Supply network:
Scale bar: 20 um. Pins as bars on the die edge. Tap cells in grey.
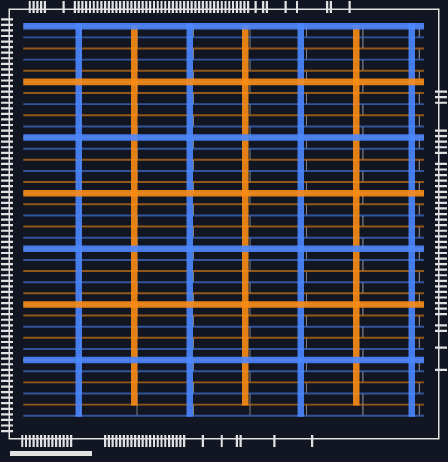
Placement by cell class:
Scale bar: 20 um.
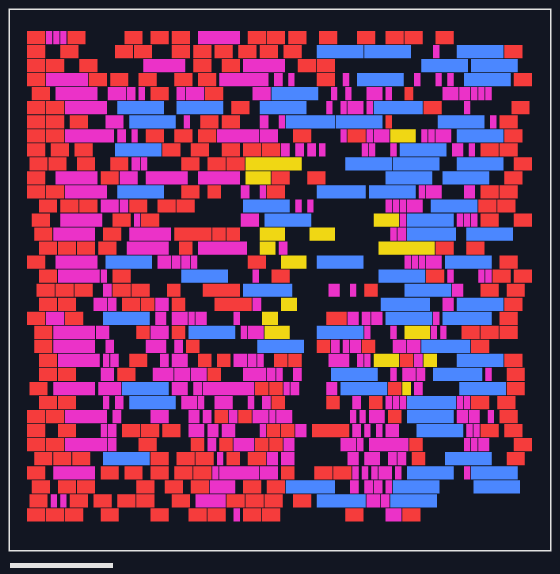
<file path="config.mk">
export PLATFORM = sky130hd
export DESIGN_NAME = esfa_cell_controller
export DESIGN_NICKNAME = d
export VERILOG_FILES = /design/src/rtl/esfa_pkg.sv /design/src/rtl/esfa_cell_controller_prio_enc.sv /design/src/rtl/esfa_cell_controller.sv
export SDC_FILE = /design/constraint.sdc
export NUM_CORES = 1
export LEC_CHECK = 0
export CAP_MARGIN = 20
export CORE_MARGIN = 3
export CORE_UTILIZATION = 39
export CTS_CLUSTER_DIAMETER = 50
export CTS_CLUSTER_SIZE = 24
export DETAILED_ROUTE_END_ITERATION = 16
export PLACE_DENSITY_LB_ADDON = 0.15
export RECOVER_POWER = 25
export REMOVE_ABC_BUFFERS = 1
export SLEW_MARGIN = 25
export SYNTH_ARGS = -nofsm -noshare
export SYNTH_HDL_FRONTEND = slang
export SYNTH_SLANG_ARGS = --single-unit
</file>
<file path="constraint.sdc">
create_clock -name clk -period 2.2 [get_ports clk]
set_input_delay 0.33 -clock clk [delete_from_list [all_inputs] [get_ports clk]]
set_output_delay 0.33 -clock clk [all_outputs]
set_load 0.01 [all_outputs]
</file>
<file path="src/rtl/esfa_pkg.sv">
// Shared types and constants for the ESFA cell-bus controller.
// Configuration macro: ESFA_FREE_COUNT_EN (adds the free_count output to the top).
package esfa_pkg;

    // Host operation codes; value 3 is reserved and answered with a miss.
    typedef enum logic [1:0] {
        OP_LOOKUP = 2'd0,
        OP_INSERT = 2'd1,
        OP_RANK   = 2'd2,
        OP_RSVD   = 2'd3
    } op_e;

    // Cell-bus selector opcodes.
    localparam logic [7:0] SEL_UPDATE       = 8'd0;
    localparam logic [7:0] SEL_LOOKUP       = 8'd1;
    localparam logic [7:0] SEL_ENCODE       = 8'd2;
    localparam logic [7:0] SEL_CONGRUE_UP   = 8'd3;
    localparam logic [7:0] SEL_CONGRUE_DOWN = 8'd4;
    localparam logic [7:0] SEL_MARK_AVAIL   = 8'd5;
    localparam logic [7:0] SEL_ENRANK       = 8'd6;
    localparam logic [7:0] SEL_DEBUG        = 8'd7;

    // Metadata driven on an idle bus; it forces every cell's new_bool low.
    localparam logic [7:0] IDLE_MD = 8'hFF;

    // Controller sequencing states.
    typedef enum logic [2:0] {
        ST_IDLE   = 3'd0,
        ST_SCAN   = 3'd1,
        ST_SAMPLE = 3'd2,
        ST_WRITE  = 3'd3,
        ST_RESP   = 3'd4
    } state_e;

endpackage

</file>
<file path="src/rtl/esfa_cell_controller_prio_enc.sv">
// Lowest-set-bit priority encoder: picks the lowest cell handle that reported a hit.
module esfa_prio_enc #(
    parameter int N  = 8,
    parameter int IW = (N > 1) ? $clog2(N) : 1
) (
    input  logic [N-1:0]  req,
    output logic [IW-1:0] idx,
    output logic          any
);

    // Scan from the top down so the lowest set bit is the last one written.
    always_comb begin
        idx = '0;
        any = 1'b0;
        for (int k = N - 1; k >= 0; k--) begin
            if (req[k]) begin
                idx = IW'(k);
                any = 1'b1;
            end
        end
    end

endmodule

</file>
<file path="src/rtl/esfa_cell_controller.sv">
// ESFA cell-bus initiator: turns one host op into a scan / sample / optional
// write sequence on the broadcast bus and returns one registered response.
// Configuration macro: ESFA_FREE_COUNT_EN (adds free_count output).
module esfa_cell_controller
    import esfa_pkg::*;
#(
    parameter int NUM_CELLS = 8,
    parameter int DW        = 8
) (
    input  logic                    clk,
    input  logic                    reset,
    input  logic                    req_valid,
    output logic                    req_ready,
    input  logic [1:0]              req_op,
    input  logic [DW-1:0]           req_handle,
    input  logic [DW-1:0]           req_index,
    input  logic [DW-1:0]           req_value,
    output logic                    rsp_valid,
    input  logic                    rsp_ready,
    output logic                    rsp_hit,
    output logic [DW-1:0]           rsp_value,
    output logic [DW-1:0]           rsp_context,
    output logic [7:0]              cell_selector,
    output logic [DW-1:0]           cell_metadata,
    output logic                    cell_is_metadata,
    output logic [DW-1:0]           cell_index,
    output logic [DW-1:0]           cell_value,
    input  logic [NUM_CELLS-1:0]    cell_bool,
    input  logic [NUM_CELLS*DW-1:0] cell_result,
    input  logic [NUM_CELLS*DW-1:0] cell_context
`ifdef ESFA_FREE_COUNT_EN
    ,
    output logic [$clog2(NUM_CELLS+1)-1:0] free_count
`endif
);

    localparam int IW = (NUM_CELLS > 1) ? $clog2(NUM_CELLS) : 1;

    state_e        state, state_n;
    op_e           op_q;
    logic [DW-1:0] handle_q, index_q, value_q;
    logic          latch_en;

    logic          req_ready_n, rsp_valid_n, rsp_hit_n;
    logic [DW-1:0] rsp_value_n, rsp_context_n;
    logic [7:0]    sel_n;
    logic [DW-1:0] md_n, idx_n, val_n;
    logic          ism_n;

    logic [IW-1:0] hit_idx;
    logic          hit_any;
    logic [DW-1:0] hit_result, hit_context;

    esfa_prio_enc #(.N(NUM_CELLS), .IW(IW)) u_prio_enc (
        .req (cell_bool),
        .idx (hit_idx),
        .any (hit_any)
    );

    assign hit_result  = cell_result[int'(hit_idx)*DW +: DW];
    assign hit_context = cell_context[int'(hit_idx)*DW +: DW];

    // Next state plus the next value of every registered output.
    always_comb begin
        // NOTE: every signal written here gets a default first, so no path leaves one unassigned and no latch is inferred.
        state_n       = state;
        latch_en      = 1'b0;
        req_ready_n   = 1'b0;
        rsp_valid_n   = rsp_valid;
        rsp_hit_n     = rsp_hit;
        rsp_value_n   = rsp_value;
        rsp_context_n = rsp_context;
        sel_n         = SEL_DEBUG;
        md_n          = DW'(IDLE_MD);
        ism_n         = 1'b0;
        idx_n         = '0;
        val_n         = '0;
        unique case (state)
            ST_IDLE: begin
                req_ready_n = 1'b1;
                if (req_valid && req_ready) begin
                    latch_en    = 1'b1;
                    req_ready_n = 1'b0;
                    state_n     = ST_SCAN;
                    case (op_e'(req_op))
                        OP_LOOKUP: begin
                            sel_n = SEL_LOOKUP;
                            md_n  = req_handle;
                            ism_n = 1'b1;
                            idx_n = req_index;
                        end
                        OP_INSERT: begin
                            // Any metadata other than the idle value lets free cells answer.
                            sel_n = SEL_MARK_AVAIL;
                            md_n  = '0;
                        end
                        OP_RANK: begin
                            sel_n = SEL_ENRANK;
                            md_n  = req_handle;
                            ism_n = 1'b1;
                        end
                        default: begin
                            state_n       = ST_RESP;
                            rsp_valid_n   = 1'b1;
                            rsp_hit_n     = 1'b0;
                            rsp_value_n   = '0;
                            rsp_context_n = '0;
                        end
                    endcase
                end
            end
            ST_SCAN: state_n = ST_SAMPLE;
            ST_SAMPLE: begin
                rsp_hit_n     = hit_any;
                rsp_context_n = hit_any ? hit_context : '0;
                if (op_q == OP_INSERT) rsp_value_n = hit_any ? DW'(hit_idx) : '0;
                else                   rsp_value_n = hit_any ? hit_result : '0;
                if (op_q == OP_INSERT && hit_any) begin
                    // Cells write on every cycle sel=0 is held, so WRITE lasts one cycle only.
                    state_n = ST_WRITE;
                    sel_n   = SEL_UPDATE;
                    md_n    = DW'(hit_idx);
                    ism_n   = 1'b1;
                    idx_n   = index_q;
                    val_n   = value_q;
                end else begin
                    state_n     = ST_RESP;
                    rsp_valid_n = 1'b1;
                end
            end
            ST_WRITE: begin
                state_n     = ST_RESP;
                rsp_valid_n = 1'b1;
            end
            ST_RESP: begin
                if (rsp_ready) begin
                    state_n     = ST_IDLE;
                    rsp_valid_n = 1'b0;
                    req_ready_n = 1'b1;
                end
            end
            default: begin
                state_n     = ST_IDLE;
                req_ready_n = 1'b1;
            end
        endcase
    end

    // State register and registered host/bus outputs; reset parks the bus idle.
    always_ff @(posedge clk or posedge reset) begin
        // NOTE: state uses non-blocking assignments so every register samples pre-edge values.
        if (reset) begin
            state            <= ST_IDLE;
            req_ready        <= 1'b1;
            rsp_valid        <= 1'b0;
            rsp_hit          <= 1'b0;
            rsp_value        <= '0;
            rsp_context      <= '0;
            cell_selector    <= SEL_DEBUG;
            cell_metadata    <= DW'(IDLE_MD);
            cell_is_metadata <= 1'b0;
            cell_index       <= '0;
            cell_value       <= '0;
        end else begin
            state            <= state_n;
            req_ready        <= req_ready_n;
            rsp_valid        <= rsp_valid_n;
            rsp_hit          <= rsp_hit_n;
            rsp_value        <= rsp_value_n;
            rsp_context      <= rsp_context_n;
            cell_selector    <= sel_n;
            cell_metadata    <= md_n;
            cell_is_metadata <= ism_n;
            cell_index       <= idx_n;
            cell_value       <= val_n;
        end
    end

    // Capture the accepted request fields for use in later phases.
    always_ff @(posedge clk or posedge reset) begin
        if (reset) begin
            op_q     <= OP_LOOKUP;
            handle_q <= '0;
            index_q  <= '0;
            value_q  <= '0;
        end else if (latch_en) begin
            op_q     <= op_e'(req_op);
            handle_q <= req_handle;
            index_q  <= req_index;
            value_q  <= req_value;
        end
    end

`ifdef ESFA_FREE_COUNT_EN
    localparam int FCW = $clog2(NUM_CELLS + 1);
    logic [FCW-1:0] free_pop;

    // Number of cells that reported free during an INSERT scan.
    always_comb begin
        free_pop = '0;
        for (int k = 0; k < NUM_CELLS; k++) free_pop = free_pop + FCW'(cell_bool[k]);
    end

    // Reload the free count on each INSERT sample, then account for the write.
    always_ff @(posedge clk or posedge reset) begin
        if (reset)                                       free_count <= FCW'(NUM_CELLS);
        else if (state == ST_SAMPLE && op_q == OP_INSERT) free_count <= free_pop;
        else if (state == ST_WRITE)                      free_count <= free_count - 1'b1;
    end
`endif

endmodule

</file>
==> notes.md <==
flow finished, numbers: I/O pins=218, Dominant cell area share=37.0%, GP Congestion=approximately 0.86, number of port buffers=212, FFs w/ async S/R, synth=100%, crit share post-route=97.2%, Post-synth mux share=20.2%, Max Cap Viol=1, outcome=complete, but fails checks, Avg Cell Area, Syn=10.8 sq um, final cell count without fillers=732, final worst slack=62.0 ps, Cell Area, Synth=0.00379 sq mm, Post-Synth AOI/OAI Area=15.1%, slew margin rel.=-0.319%, CP arrival=2360 ps, GR Layer Usage met2=roughly 44%, Total Wirelength=between 10 and 15 mm, Post-Place Setup Slack=-335 ps, met3 Use GR=6.05%, row cnt=35, grt peak-use layer=met2, Setup Skew=9.47 ps, max-slew violation count=30, XORs/XNORs by Area=0%, failing checks=max-capacitance violations, max-slew violations, Post-CTS Hold Buffers=0, most numerous cell in the Yosys netlist=nand2_1, met1 WL=4.77 mm, root buffer cell=clkbuf_8, Post-synth EDFFs=0, Worst-Margin Slew=1500 ps, Core Area=0.00933 sq mm, via count=3827, # Cells Yosys=351, Hold WC Path Type=flop to flop, P_leak=2.79 nW, GR Overflow Total=0, met1 usage=26.8%, Synth cell types=roughly 50, most frequent cells in the layout=clkdlybuf4s50_1 (212), nand2_1 (79), dfrtp_1 (56), Critical Path Start Type=primary input, clock sink count=68
## Picture notes: 'supply network'
orange -> VDD
blue -> VSS
signal pins = 218
rows = 35
tap cells = 129

## Picture notes: 'placement by cell class'
yellow -> clock drivers and dummy loads  # cells 16, share of their area 3.5%
blue -> sequential cells  # cells 68, share of their area 27%
red -> remaining buffers and delay cells  # cells 257, share of their area 39%
magenta -> combinational and other logic  # cells 262, share of their area 31%

-- power breakdown --
| group | switching, W | internal [W] |
|---|---|---|
| combinational | 0.00116 | 0.00129 |
| clock | 0.000523 | 0.000647 |
| sequential | 0.000226 | 0.00172 |
| total | 0.00191 | 0.00365 |
-- path summary, 6_finish.rpt --
kind / from / to / slack (ps) / cells after the start
max: cell_bool[4] / rsp_value[0] / 60 / 7
min: value_q[7] / value_q[7] / 470 / 2
max reg2reg: state[1] / state[0] / 360 / 6
min reg2reg: value_q[7] / value_q[7] / 470 / 2
max in group asynchronous: reset / cell_value[6] / 460 / 3
min in group asynchronous: reset / index_q[2] / 650 / 3
-- cell type report --
type                       instances  area (sq um)
fill                             729          2730
clock buffer                       9           124
timing repair buffer             257          2510
sequential                        68          1720
multi-input combinational        255          1960
inverter                           7          26.3
clock inverter                     7          98.8
tap                              129           161
-- what timing repair did --
action,CTS,global route
buffers inserted,0,1
endpoints found under the setup margin,0,14
gates resized,0,9
-- flip-flops by register name, summed over array words and instances (netlist names), 8 cells and up --
name,count
cell_index,8
cell_metadata,8
cell_value,8
index_q,8
rsp_context,8
rsp_value,8
value_q,8
-- cell families (layout without fill, tap and decap cells) --
family / count (synthesis) / count (layout)
simple gates: 125 / 125
other cells: 1 / 5
flops: 68 / 68
buf+inv: 32 / 280
mux: 41 / 41
compound gates: 84 / 84
-- per-stage QoR --
stage               setup TNS, ps  total power [W]  cell area [sq um]
floorplan                   -8160          0.00300               3650
global route                -25.2          0.00592               6600
CTS                             0          0.00559               6590
global placement            -5030          0.00433               6360
finish                          0          0.00556               6600
detailed placement          -6790          0.00440               6360
-- critical path: stages --
cell	delay, ps
clkdlybuf4s50_1	480
buf_4	180
o31ai_4	330
and2_4	250
mux4_2	530
a22oi_1	180
o21ai_1	70
Power and IR drop assume default switching activity.
